File: src/rtl/prog_sync_gen.sv
// rtl/prog_sync_gen.sv - programmable video sync generator with shadowed timing sets
module prog_sync_gen #(
    parameter int CW        = 11,
    parameter int DEF_H_ACT = 800,
    parameter int DEF_H_SS  = 856,
    parameter int DEF_H_SE  = 976,
    parameter int DEF_H_TOT = 1040,
    parameter int DEF_V_ACT = 600,
    parameter int DEF_V_SS  = 637,
    parameter int DEF_V_SE  = 643,
    parameter int DEF_V_TOT = 666,
    parameter bit DEF_HPOL  = 1'b1,
    parameter bit DEF_VPOL  = 1'b1
) (
    input  logic          clock,
    input  logic          reset,
    input  logic          cfg_valid,
    output logic          cfg_ready,
    input  logic [CW-1:0] cfg_h_act,
    input  logic [CW-1:0] cfg_h_ss,
    input  logic [CW-1:0] cfg_h_se,
    input  logic [CW-1:0] cfg_h_tot,
    input  logic [CW-1:0] cfg_v_act,
    input  logic [CW-1:0] cfg_v_ss,
    input  logic [CW-1:0] cfg_v_se,
    input  logic [CW-1:0] cfg_v_tot,
    input  logic          cfg_hpol,
    input  logic          cfg_vpol,
    output logic [CW-1:0] xpos,
    output logic [CW-1:0] ypos,
    output logic          hsync,
    output logic          vsync,
    output logic          disp_active,
    output logic          frame_start,
    output logic          cfg_err
);

    typedef struct packed {
        logic [CW-1:0] h_act;
        logic [CW-1:0] h_ss;
        logic [CW-1:0] h_se;
        logic [CW-1:0] h_tot;
        logic [CW-1:0] v_act;
        logic [CW-1:0] v_ss;
        logic [CW-1:0] v_se;
        logic [CW-1:0] v_tot;
        logic          hpol;
        logic          vpol;
    } timing_t;

    localparam timing_t DEF_SET = '{
        h_act: CW'(DEF_H_ACT), h_ss: CW'(DEF_H_SS), h_se: CW'(DEF_H_SE), h_tot: CW'(DEF_H_TOT),
        v_act: CW'(DEF_V_ACT), v_ss: CW'(DEF_V_SS), v_se: CW'(DEF_V_SE), v_tot: CW'(DEF_V_TOT),
        hpol: DEF_HPOL, vpol: DEF_VPOL
    };

    timing_t       act_q, sh_q, cfg_in;
    logic          pending_q;
    logic [CW-1:0] hc_q, vc_q, hc_d, vc_d;
    logic          cfg_legal, xfer, hc_last, vc_last, boundary;
    logic [CW-1:0] xpos_q, ypos_q;
    logic          hsync_q, vsync_q, disp_active_q, frame_start_q, cfg_err_q;

    // Offered set, its legality, and counter next-state under the ACTIVE timing
    always_comb begin
        cfg_in = '{
            h_act: cfg_h_act, h_ss: cfg_h_ss, h_se: cfg_h_se, h_tot: cfg_h_tot,
            v_act: cfg_v_act, v_ss: cfg_v_ss, v_se: cfg_v_se, v_tot: cfg_v_tot,
            hpol: cfg_hpol, vpol: cfg_vpol
        };
        cfg_legal = (cfg_h_act != '0) && (cfg_h_act <= cfg_h_ss) && (cfg_h_ss < cfg_h_se) &&
                    (cfg_h_se <= cfg_h_tot) && (cfg_h_tot >= CW'(2)) &&
                    (cfg_v_act != '0) && (cfg_v_act <= cfg_v_ss) && (cfg_v_ss < cfg_v_se) &&
                    (cfg_v_se <= cfg_v_tot) && (cfg_v_tot >= CW'(2));
        xfer     = cfg_valid && !pending_q;
        hc_last  = (hc_q == act_q.h_tot - CW'(1));
        vc_last  = (vc_q == act_q.v_tot - CW'(1));
        boundary = hc_last && vc_last;
        hc_d     = hc_q + CW'(1);
        vc_d     = vc_q;
        if (hc_last) begin
            hc_d = '0;
            vc_d = vc_last ? '0 : vc_q + CW'(1);
        end
    end

    // Counters, timing sets and registered strobes; ACTIVE only changes at the frame boundary
    always_ff @(posedge clock) begin
        if (!reset) begin
            hc_q          <= '0;
            vc_q          <= '0;
            act_q         <= DEF_SET;
            sh_q          <= DEF_SET;
            pending_q     <= 1'b0;
            xpos_q        <= '0;
            ypos_q        <= '0;
            hsync_q       <= ~DEF_HPOL;
            vsync_q       <= ~DEF_VPOL;
            disp_active_q <= 1'b0;
            frame_start_q <= 1'b0;
            cfg_err_q     <= 1'b0;
        end else begin
            hc_q          <= hc_d;
            vc_q          <= vc_d;
            xpos_q        <= hc_q;
            ypos_q        <= vc_q;
            hsync_q       <= ((hc_q >= act_q.h_ss) && (hc_q < act_q.h_se)) ? act_q.hpol : ~act_q.hpol;
            vsync_q       <= ((vc_q >= act_q.v_ss) && (vc_q < act_q.v_se)) ? act_q.vpol : ~act_q.vpol;
            disp_active_q <= (hc_q < act_q.h_act) && (vc_q < act_q.v_act);
            frame_start_q <= (hc_q == '0) && (vc_q == '0);
            cfg_err_q     <= xfer && !cfg_legal;
            // A transfer cannot coincide with a switch because xfer needs pending clear
            if (boundary && pending_q) begin
                act_q     <= sh_q;
                pending_q <= 1'b0;
            end else if (xfer && cfg_legal) begin
                sh_q      <= cfg_in;
                pending_q <= 1'b1;
            end
        end
    end

    assign cfg_ready   = ~pending_q;
    assign xpos        = xpos_q;
    assign ypos        = ypos_q;
    assign hsync       = hsync_q;
    assign vsync       = vsync_q;
    assign disp_active = disp_active_q;
    assign frame_start = frame_start_q;
    assign cfg_err     = cfg_err_q;

endmodule

File: config.mk
export PLATFORM = sky130hd
export DESIGN_NAME = prog_sync_gen
export DESIGN_NICKNAME = d
export VERILOG_FILES = /design/src/rtl/prog_sync_gen.sv
export SDC_FILE = /design/constraint.sdc
export NUM_CORES = 1
export LEC_CHECK = 0
export CAP_MARGIN = 20
export CORE_ASPECT_RATIO = 1.5
export CORE_MARGIN = 2
export CORE_UTILIZATION = 55
export CTS_BUF_LIST = sky130_fd_sc_hd__clkbuf_16
export CTS_CLUSTER_SIZE = 40
export DETAILED_ROUTE_END_ITERATION = 7
export PLACE_DENSITY = 0.77
export SYNTH_ARGS = -nofsm -noshare
export SYNTH_HDL_FRONTEND = slang
export SYNTH_SLANG_ARGS = --single-unit
File: constraint.sdc
create_clock -name clock -period 4.7 [get_ports clock]
set_clock_uncertainty 0.2 [all_clocks]
set_input_delay 0.94 -clock clock [delete_from_list [all_inputs] [get_ports clock]]
set_output_delay 0.94 -clock clock [all_outputs]
set_load 0.05 [all_outputs]
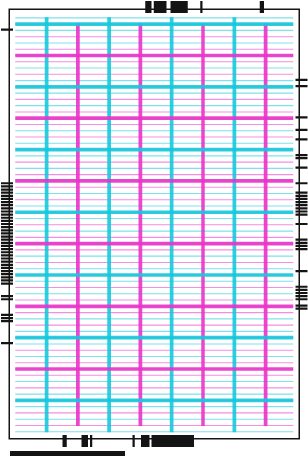
(power grid)
The bar under the picture is 50 um long. Pins as bars on the die edge.
- magenta: VDD
- cyan: VSS
- met5 straps: 13
- signal pins: 121
- rows: 66
Die Ht: 186 um
Peak VDD IR: 0.270 mV
die width: 125 um
core area: 21600 sq um

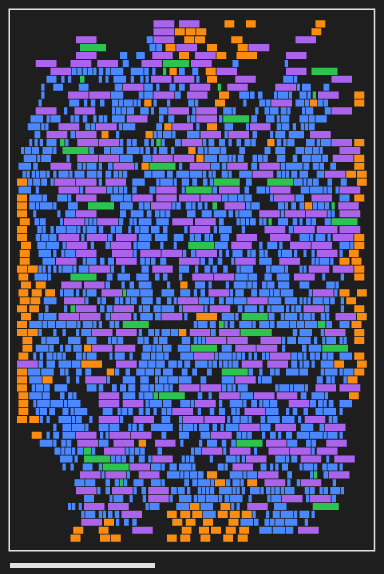
(placement by cell class)
The bar under the picture is 50 um long.
- green: clock drivers and dummy loads (cells 41; share of their area 5.0%)
- purple: registers (cells 230; share of their area 33%)
- blue: remaining logic cells (cells 1118; share of their area 52%)
- orange: remaining buffers and delay cells (cells 139; share of their area 10%)
num rows: 66
sequential share of cell area: 32.5%

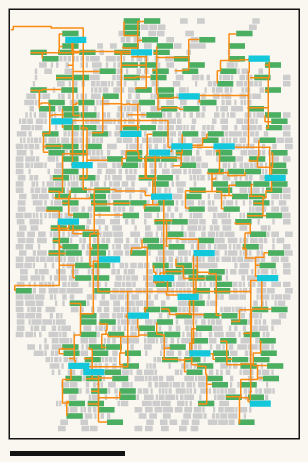
(clock distribution)
The bar under the picture is 50 um long.
- orange: clock wires (length 2730 um)
- green: flip-flops (count 230)
- cyan: clock-net drivers (count 23)
- flops lie: spread over the die
- routed clock nets: 24
P_clk: 1.71 mW
clk latency late pin: 0.51 ns
clock power share: 41.6%

==> flow_summary.toml <==
# implementation run metrics
[run_status]
status = "completed"

[synthesis]
enable_flop_cells = 0
ys_chip_area_sq_um = 12100
mux_share_pct = 8.11
synth-simple-area-share_pct = 18.1
ys_top_cells_by_area = "dfxtp_1 38%, ha_1 14%, mux2i_1 8.1%, inv_1 4.5%, nand2_1 4.2%"
yosysWarningCount = 0
async_reset_ff_share_pct = 0
ys_seq_elements = 230
top_cell = "dfxtp_1"
adder_share_pct = 13.6
postSynthCellCount = 1423
topCombFamilyByArea = "simple AND/OR/NAND/NOR gates"
synth_area_sq_um = 12100
ys_sh_aoi_pct = 11.8
synth.distinct_cells = 55
synth_seq_share_pct = 38.1
avgSynthCellArea_sq_um = 8.50
synth.cellmix.xorXnorShare_pct = 2.82

[placement]
gp_congestion = 0.886
place_worst_setup_slack_ns = 0.303
detailedPlacementHpwl_mm = 22.4
dp_cells = 1759

[global_routing]
globalRouteMet3Util_pct = 2.41
met2_usage_pct = 50.0
grt_max_degree = 211

[power]
p_leak_nw = 6.62
power.switching_mw = 1.01
p_seq_mw = 1.98
switching_share_pct = 24.5
finalPower_mw = 4.10
pg_comb_mw = 0.414
top_power_group = "registers"
seqPwrFrac_pct = 48.3

[worst_setup_path]
path_class = "input port to flip-flop"
endpoint_kind = "flip-flop"
r2r-end = "act_q[59]"
critical_path_arrival_ns = 4.08
rr_worst_depth = 11
setup.worst_path.start = "cfg_v_tot[1]"
start_kind = "input port"
critPathMaxFanout = 30
worst_ep_required_time_ns = 4.87

[cts]
cts_tree = "done"
cts_made_buffers = 23
cts_buffer_depth = 3
htreeDepth = 1
cts_sinks = 230
hold_buffers = 0
cts.clk_slew.worst_paths_ns = 0.06

[sta]
fmax_mhz = 256
fin_hold_ws_ns = 0.256
maxSlewViolCount = 0
fin_tns_setup_ns = 0
rsz0062_at_grt = "false"
setup_viol = 0

[detailed_routing]
remaining_drc_errors = 0
ant_nets = 0

[cells_and_area]
layout.nets = 1737
drive_above_1_share_pct = 4.12
finalInstanceArea_sq_um = 14200
reg.largest.list = "act_q: 90 flops, sh_q: 90 flops"
fin_cells = 1800

[hold_path]
hold_path_depth = 2

[floorplan]
io_pins = 121
fp-utilization_pct = 55.9

[run]
cap_violations = 0
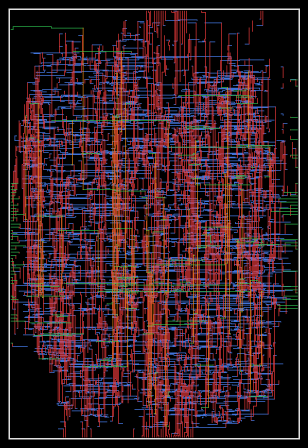
(routed metal, one color a layer)
- orange: M4 (wire length 1930 um)
- red: M2 (wire length 15800 um)
- green: M3 (wire length 1230 um)
- blue: M1 (wire length 11700 um)
GRT Overall Usage: 26.0%
Routed WL: 30.6 mm
routed wire length per instance: 17.0 um
via count: 10200

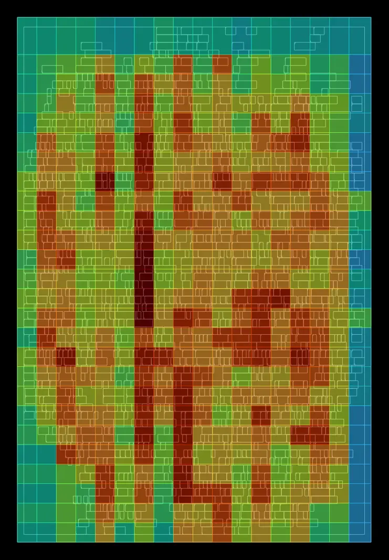
(routing congestion)
Finished Core Util: 65.4%
grt met1 use: 27.9%
grt peak-use layer: met2

[critical path: stages]
cell,delay (ns)
clkdlybuf4s50_1,0.52
inv_1,0.06
ha_1,0.28
nor2b_1,0.13
o21ai_0,0.15
a21oi_1,0.09
a2111oi_0,0.38
o22ai_1,0.24
a2111oi_0,0.47
nand4_1,0.26
buf_4,0.35
mux2i_1,0.18
[routing by layer]
layer  vias up  part of all wire, %
met2       287                   51
li1       5062                    -
met1      4755                   38
met3        99                  4.0
met5         -                    0
met4         0                  6.3
[final cells by class]
| type | instances | area, sq um |
|---|---|---|
| clock buffer | 23 | 576 |
| timing repair buffer | 139 | 1380 |
| fill | 1820 | 7480 |
| multi-input combinational | 973 | 6600 |
| inverter | 145 | 547 |
| sequential | 230 | 4600 |
| clock inverter | 18 | 110 |
| tap | 272 | 340 |
[how the worst max path moves through the flow]
stage | slack, ns | depth (start not counted) | endpoint
2_1_floorplan | 1.08 | 12 | sh_q[10]
3_3_place_gp | 0.36 | 12 | sh_q[80]
3_5_place_dp | 0.30 | 12 | sh_q[82]
4_1_cts | 0.81 | 12 | sh_q[79]
5_1_grt | 0.49 | 12 | sh_q[69]
6_report | 0.80 | 12 | sh_q[82]
[cells in the final DEF (no fill, tap or decap), types with 7 or more instances in the layout]
master           count
a211oi_1             7
a21o_1              20
a21oi_1             43
a31oi_1             40
and2_1              16
and3_1               8
buf_4               16
clkbuf_16           23
clkdlybuf4s50_1    119
clkinv_1             7
clkinv_2             7
dfxtp_1            230
ha_1               132
inv_1              145
mux2i_1             98
nand2_1            135
nand2b_1             8
nand3_1             72
nand4_1             20
nor2_1             130
nor2b_1              9
nor3_1              44
nor4_1              12
o21ai_0             40
o21ai_1             40
xnor2_1             25
xor2_1              14
Power is estimated from default activity; no workload was simulated.
